==> config.mk <==
export PLATFORM = sky130hd
export DESIGN_NAME = weights_chainer_cfg
export DESIGN_NICKNAME = d
export VERILOG_FILES = /design/src/rtl/weights_chainer_cfg.sv
export SDC_FILE = /design/constraint.sdc
export NUM_CORES = 1
export LEC_CHECK = 0
export CORE_MARGIN = 10
export CORE_UTILIZATION = 25
export CTS_CLUSTER_DIAMETER = 50
export CTS_CLUSTER_SIZE = 10
export DETAILED_ROUTE_END_ITERATION = 10
export GPL_TIMING_DRIVEN = 0
export PLACE_DENSITY_LB_ADDON = 0.2
export SYNTH_ARGS = -nofsm -noshare
export SYNTH_HDL_FRONTEND = slang
export SYNTH_SLANG_ARGS = --single-unit
==> constraint.sdc <==
create_clock -name clk -period 5 [get_ports clk]
set_input_delay 1 -clock clk [delete_from_list [all_inputs] [get_ports clk]]
set_output_delay 1 -clock clk [all_outputs]
set_load 0.01 [all_outputs]
==> src/rtl/weights_chainer_cfg.sv <==
// weights_chainer_cfg: packs a stream of DATA_WID-bit words into groups of
// up to MAX_CHAIN words and emits each group as one wide word.
//
// Ports:
//   clk, rst                 rising-edge clock, synchronous active-high reset
//   en_input                 global input enable (output side always drains)
//   cfg_len, cfg_msb_first   group length / slot order, sampled on first word
//   flush                    emit the current partial group
//   in_dat/in_vld/in_rdy     input word handshake
//   out_dat/out_cnt          packed group and its word count
//   out_vld/out_rdy          output handshake (one holding slot)
//   busy                     partial group present in the accumulator
module weights_chainer_cfg #(
    parameter int DATA_WID  = 16,
    parameter int MAX_CHAIN = 4,
    parameter int CNT_WID   = 3
) (
    input  logic                          clk,
    input  logic                          rst,
    input  logic                          en_input,
    input  logic [CNT_WID-1:0]            cfg_len,
    input  logic                          cfg_msb_first,
    input  logic                          flush,
    input  logic [DATA_WID-1:0]           in_dat,
    input  logic                          in_vld,
    output logic                          in_rdy,
    output logic [DATA_WID*MAX_CHAIN-1:0] out_dat,
    output logic [CNT_WID-1:0]            out_cnt,
    output logic                          out_vld,
    input  logic                          out_rdy,
    output logic                          busy
);

    localparam int                 OUT_WID = DATA_WID * MAX_CHAIN;
    localparam logic [CNT_WID-1:0] LEN_MAX = CNT_WID'(MAX_CHAIN);
    localparam logic [CNT_WID-1:0] ONE     = CNT_WID'(1);

    logic [OUT_WID-1:0] r_acc;
    logic [CNT_WID-1:0] r_count;
    logic [CNT_WID-1:0] r_len_q;
    logic               r_order_q;
    logic [OUT_WID-1:0] r_out_dat;
    logic [CNT_WID-1:0] r_out_cnt;
    logic               r_out_vld;
    logic               r_flush_pend;

    logic [CNT_WID-1:0] w_len_cfg;
    logic               w_first;
    logic [CNT_WID-1:0] w_len;
    logic               w_order;
    logic               w_last;
    logic               w_slot_free;
    logic               w_accept;
    logic [CNT_WID-1:0] w_slot;
    logic [OUT_WID-1:0] w_acc_n;
    logic [CNT_WID-1:0] w_cnt_n;
    logic               w_emit_full;
    logic               w_flush_req;
    logic               w_flush_go;
    logic               w_load;

    always_comb begin
        w_len_cfg   = cfg_len;
        if (cfg_len == '0 || cfg_len > LEN_MAX) begin
            w_len_cfg = LEN_MAX;
        end

        // Length/order come from the config ports only for the first word
        // of a group; afterwards the latched copies rule.
        w_first     = (r_count == '0);
        w_len       = w_first ? w_len_cfg : r_len_q;
        w_order     = w_first ? cfg_msb_first : r_order_q;
        w_last      = (r_count == w_len - ONE);
        w_slot_free = !r_out_vld || out_rdy;

        // Non-last words may keep filling while the holding slot is busy;
        // a pending flush freezes the accumulator until it can move out.
        in_rdy      = !rst && en_input && !r_flush_pend &&
                      (!w_last || w_slot_free);
        w_accept    = in_vld && in_rdy;

        w_slot      = w_order ? (w_len - ONE - r_count) : r_count;
        w_acc_n     = r_acc;
        for (int s = 0; s < MAX_CHAIN; s++) begin
            if (w_accept && w_slot == CNT_WID'(s)) begin
                w_acc_n[s*DATA_WID +: DATA_WID] = in_dat;
            end
        end
        w_cnt_n     = r_count + {{(CNT_WID-1){1'b0}}, w_accept};

        // A flush that coincides with a last-word accept is absorbed by
        // the full-group emission.
        w_emit_full = w_accept && w_last;
        w_flush_req = (flush && (w_cnt_n != '0) && !w_emit_full) ||
                      r_flush_pend;
        w_flush_go  = w_flush_req && w_slot_free;
        w_load      = w_emit_full || w_flush_go;
    end

    always_ff @(posedge clk) begin
        if (rst) begin
            r_acc        <= '0;
            r_count      <= '0;
            r_len_q      <= '0;
            r_order_q    <= 1'b0;
            r_out_dat    <= '0;
            r_out_cnt    <= '0;
            r_out_vld    <= 1'b0;
            r_flush_pend <= 1'b0;
        end else begin
            if (w_accept && w_first) begin
                r_len_q   <= w_len_cfg;
                r_order_q <= cfg_msb_first;
            end

            if (w_load) begin
                r_acc   <= '0;
                r_count <= '0;
            end else begin
                r_acc   <= w_acc_n;
                r_count <= w_cnt_n;
            end

            // Loading a new group on the transfer edge keeps out_vld high.
            if (w_load) begin
                r_out_dat <= w_acc_n;
                r_out_cnt <= w_cnt_n;
                r_out_vld <= 1'b1;
            end else if (out_rdy) begin
                r_out_vld <= 1'b0;
            end

            r_flush_pend <= w_flush_req && !w_flush_go;
        end
    end

    assign out_dat = r_out_dat;
    assign out_cnt = r_out_cnt;
    assign out_vld = r_out_vld;
    assign busy    = !rst && (r_count != '0);

endmodule

### Clock wiring as the flow saved it

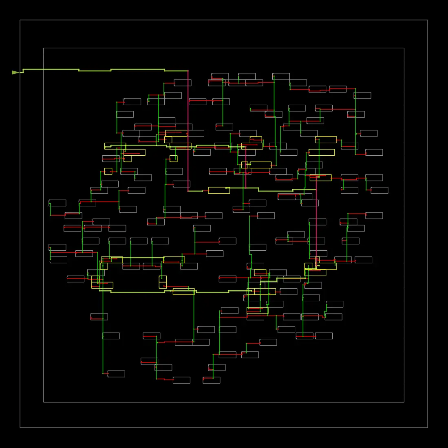
clock buf count: 19
clock sink count: 140

### Zoomed window

The bar under the picture is 10 µm long. Window x 73 to 103, y 73 to 103 µm. Cells in gray, sequential cells in the stronger gray; small squares are vias.
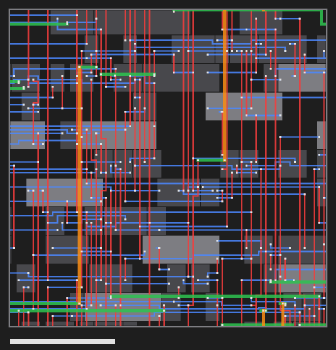
[green] M3
[red] M2
[orange] M4
[blue] M1
cells with their middle in the window: 50
sequential cells in the window: 7
most frequent: dfxtp_1 (7), clkbuf_1 (6), o21ai_0 (6)
netlist names of flops here include: `r_acc` (4), `out_dat` (3)

### Metal 1

Supply wires on this layer in gray.
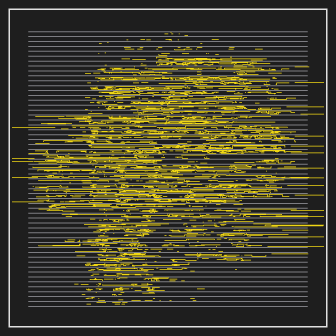
share of all routed wire: 46%
main direction: horizontal
nets with wire on the layer: 758
longest straight run: 47.8 µm
final wirelength: 21100 µm
total number of vias: 5471

### The metal 4 layer

Supply wires on this layer in gray.
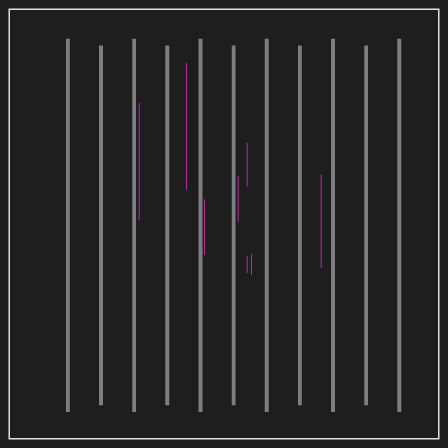
wire length on this layer: 211 µm
main direction: vertical
share of all routed wire: 1.0%
nets with wire on the layer: 7
longest straight run: 51.7 µm

==> GITHUB_STEP_SUMMARY <==
### Metrics collected by this job

| Metric | Value |
|---|---|
| Max incr delay on CP | roughly 0.41 ns |
| CP Depth | 23 |
| Final GP Congestion | 0.816 |
| Relative slew slack | around 61% |
| Reg2reg start | r_count[1] |
| Signal buf overhead | between 10% and 20% |
| Final std cells w/o fill | 1119 |
| Die footprint | 0.0307 mm² |
| CTS tree | built |
| Sequential power share | between 40% and 50% |
| Hold Crit Class | reg2reg |
| Multiplexer share | under 10% |
| Synthesized area per cell | approximately 9.1 µm² |
| Clk root buf | clkbuf_16 |
| CP delay by family, top | adder cells |
| Synth area leader | dfxtp_1 |
| Port Buffer Count | roughly 95 |
| Number of logic gates | ~460 |
| Routed Antenna Nets | 0 |
| Fill count | about 2400 |
| Nature of the critical path endpoint | flip-flop |
| Clock-pin slew on the worst setup and hold paths | approximately 0.060 ns |
| Die X | 175 µm |
| Leakage | ~3.0 nW |
| Gr ovfl total | 0 |
| Post-layout minimum cycle time | between 4 and 5 ns |
| Comb/total area | ~37% |
| Synthesis Warnings | 0 |
| Crit start category | input pin |
| Number of synthesized flops with an enable pin | 0 |
| Synth async-reset ratio | 0% |
| Worst-Margin Slew | between 0.5 and 0.6 ns |
| Routed wl met2 | approximately 9800 µm |
| CTS resizes | 51 |
| CP dominant cell by count | ha_4 |
| Max-Cap Viols | 0 |
| Top cell area share | between 40% and 50% |
| Setup_tns | 0 ns |
| DP Area | 0.00737 mm² |
| Hold slack | between 0.4 and 0.5 ns |
| Crit path buf inv count | 5 |
| CTS Buf Count | 17 |
| Internal power | 1.97 mW |
| Area occupied by multi-input gates | 0.00312 mm² |
| Maximum number of pins on one net before global-route repair | 17 |
| Die height | approximately 180 µm |
| Post-DP HPWL | ~15000 µm |
| Hold Fails Final Rpt | 0 |
| Core Util at FP | 25.5% |
| Worst clock skew | between 0.009 and 0.01 ns |
| Setup CP Type | in2reg |
| AO/OA Area Share | approximately a quarter |
| Antenna violations before repair | 0 |
| First-pass GRT wire length | 33200 µm |
| Clk pwr | 1.25 mW |
| Clock power share | ~46% |
| Synth top cells by count | dfxtp_1 (140), nand2_1 (83), o211ai_1 (66), o21ai_0 (54) |
| Met1 Track Usage GR | between 10% and 20% |
| Largest fanout on the critical path | 10 |
| Insertion delay at the late pin of the worst-skew pair | 0.43 ns |
| Syn Inst Count | 663 |
| Crit-path slowest cell | clkdlybuf4s50_1 |
| Core area | about 0.024 mm² |
| Fin nets | about 820 |
| Synth area leaders | dfxtp_1 (47%), o211ai_1 (8.2%), o211ai_2 (6.2%) |
| Top Layer Used | met4 |
| Post-Layout Inst Area | between 0.008 and 0.009 mm² |
| Post-synth regs | approximately 140 |
| Hold-fix buffers at CTS | 0 |
| Drc violations | 0 |
| Grt met2 use | between 20 and 25% |
| Util after Layout | approximately 36% |
| Routed wire per std cell | roughly 19 µm |
| Clock-cell share of area | 6.94% |
| Worst IR drop on VDD | ~0.21 mV |
| Comb area leader | AND-OR/OR-AND gates |
| Met1 wire length | 9710 µm |
| Post-synth design cell area | about 0.0060 mm² |
| Pwr/cell area | ~330 mW/mm² |
| RSZ-0062 raised after global routing | false |
| Reg area | ~0.0028 mm² |
| DRT iter0 DRCs | 298 |
| P&R area growth vs syn | 39.4% |
| Most frequent logic cell in the layout | dfxtp_1 |
| Pwr Total | ~2.7 mW |
| Antenna Cells | 0 |
| Outcome | complete, no violations |
| Hold Path Depth | 2 |
| Max power group | clock |
| Setup Buffers After CTS | 9 |
| Synth Net Count | just under 700 |
| Dominant flop cell | dfxtp_1 |
| Rows | around 56 |
| Tapcell Cnt | roughly 320 |
| Yosys top cell by instances | dfxtp_1 |
| XOR/XNOR Area Share | less than 1% |
| R2R depth | 22 |
| Sw frac | about 28% |
| Reg2reg setup slack | approximately 0.5 ns |
| Comb. pwr | 0.344 mW |
| Seq share, synth | a little under half |
| Max clock buf depth | 2 |
| Slew Viols, Final | 0 |
| Inverter count | 5 |
| First-pass DRT Iterations | 5 |
| Seq pwr | 1.14 mW |
| Unique cell types | 52 |
| Layout cells sized above 1 | a little over a fifth |
| Post-synthesis chip area from yosys | 0.00602 mm² |
| DP Worst Slack | -1.37 ns |
| Fmax | 0.208 GHz |
| Vias in the first global route | around 5500 |
| Combinational Power Share | 12.6% |
| Most instantiated logic cells after routing | dfxtp_1 (140), clkdlybuf4s50_1 (94), nand2_1 (66), o211ai_1 (66), o21ai_0 (54) |
| Sw power | approximately 0.77 mW |
| Crit. Startpoint | cfg_len[0] |
| Adder share | about 1.6% |
| Repair and plain buffers | between 150 and 200 |
| Total GRT Usage | between 10 and 15% |
| Sequential cell area share | between 30% and 40% |
| Count of tool warnings | 27 |
| I/O pin total | between 90 and 100 |
| Final WS setup | 0.181 ns |
| Worst setup endpoint | out_dat[16] |
| Placed Cells | approximately 1100 |
| Cycle use final | a little over nine tenths |
| CTS H-tree depth | 4 |
| Met3 usage | approximately 4.4% |
| Worst path cell trace | clkdlybuf4s50_1, or2_2, ha_4, nor2b_2, mux2i_1, ha_1, inv_1, ha_4, nand2_4, nor3_4, mux2i_4, and2_4, ha_2, ha_4, xnor2_4, o2bb2ai_4, o32a_1, buf_6, a21oi_4, buf_12, buf_6, nand2_2, o211ai_1 |
| Setup Viol. Count Final | 0 |
| Flop count | between 100 and 150 |
| Simple-Gate Fraction of Synth Area | between 10% and 20% |
| Top class by area | combinational gates |
| Critical path data arrival time | 5.16 ns |
| Yosys cell count | between 600 and 700 |
Power and IR drop assume default switching activity.
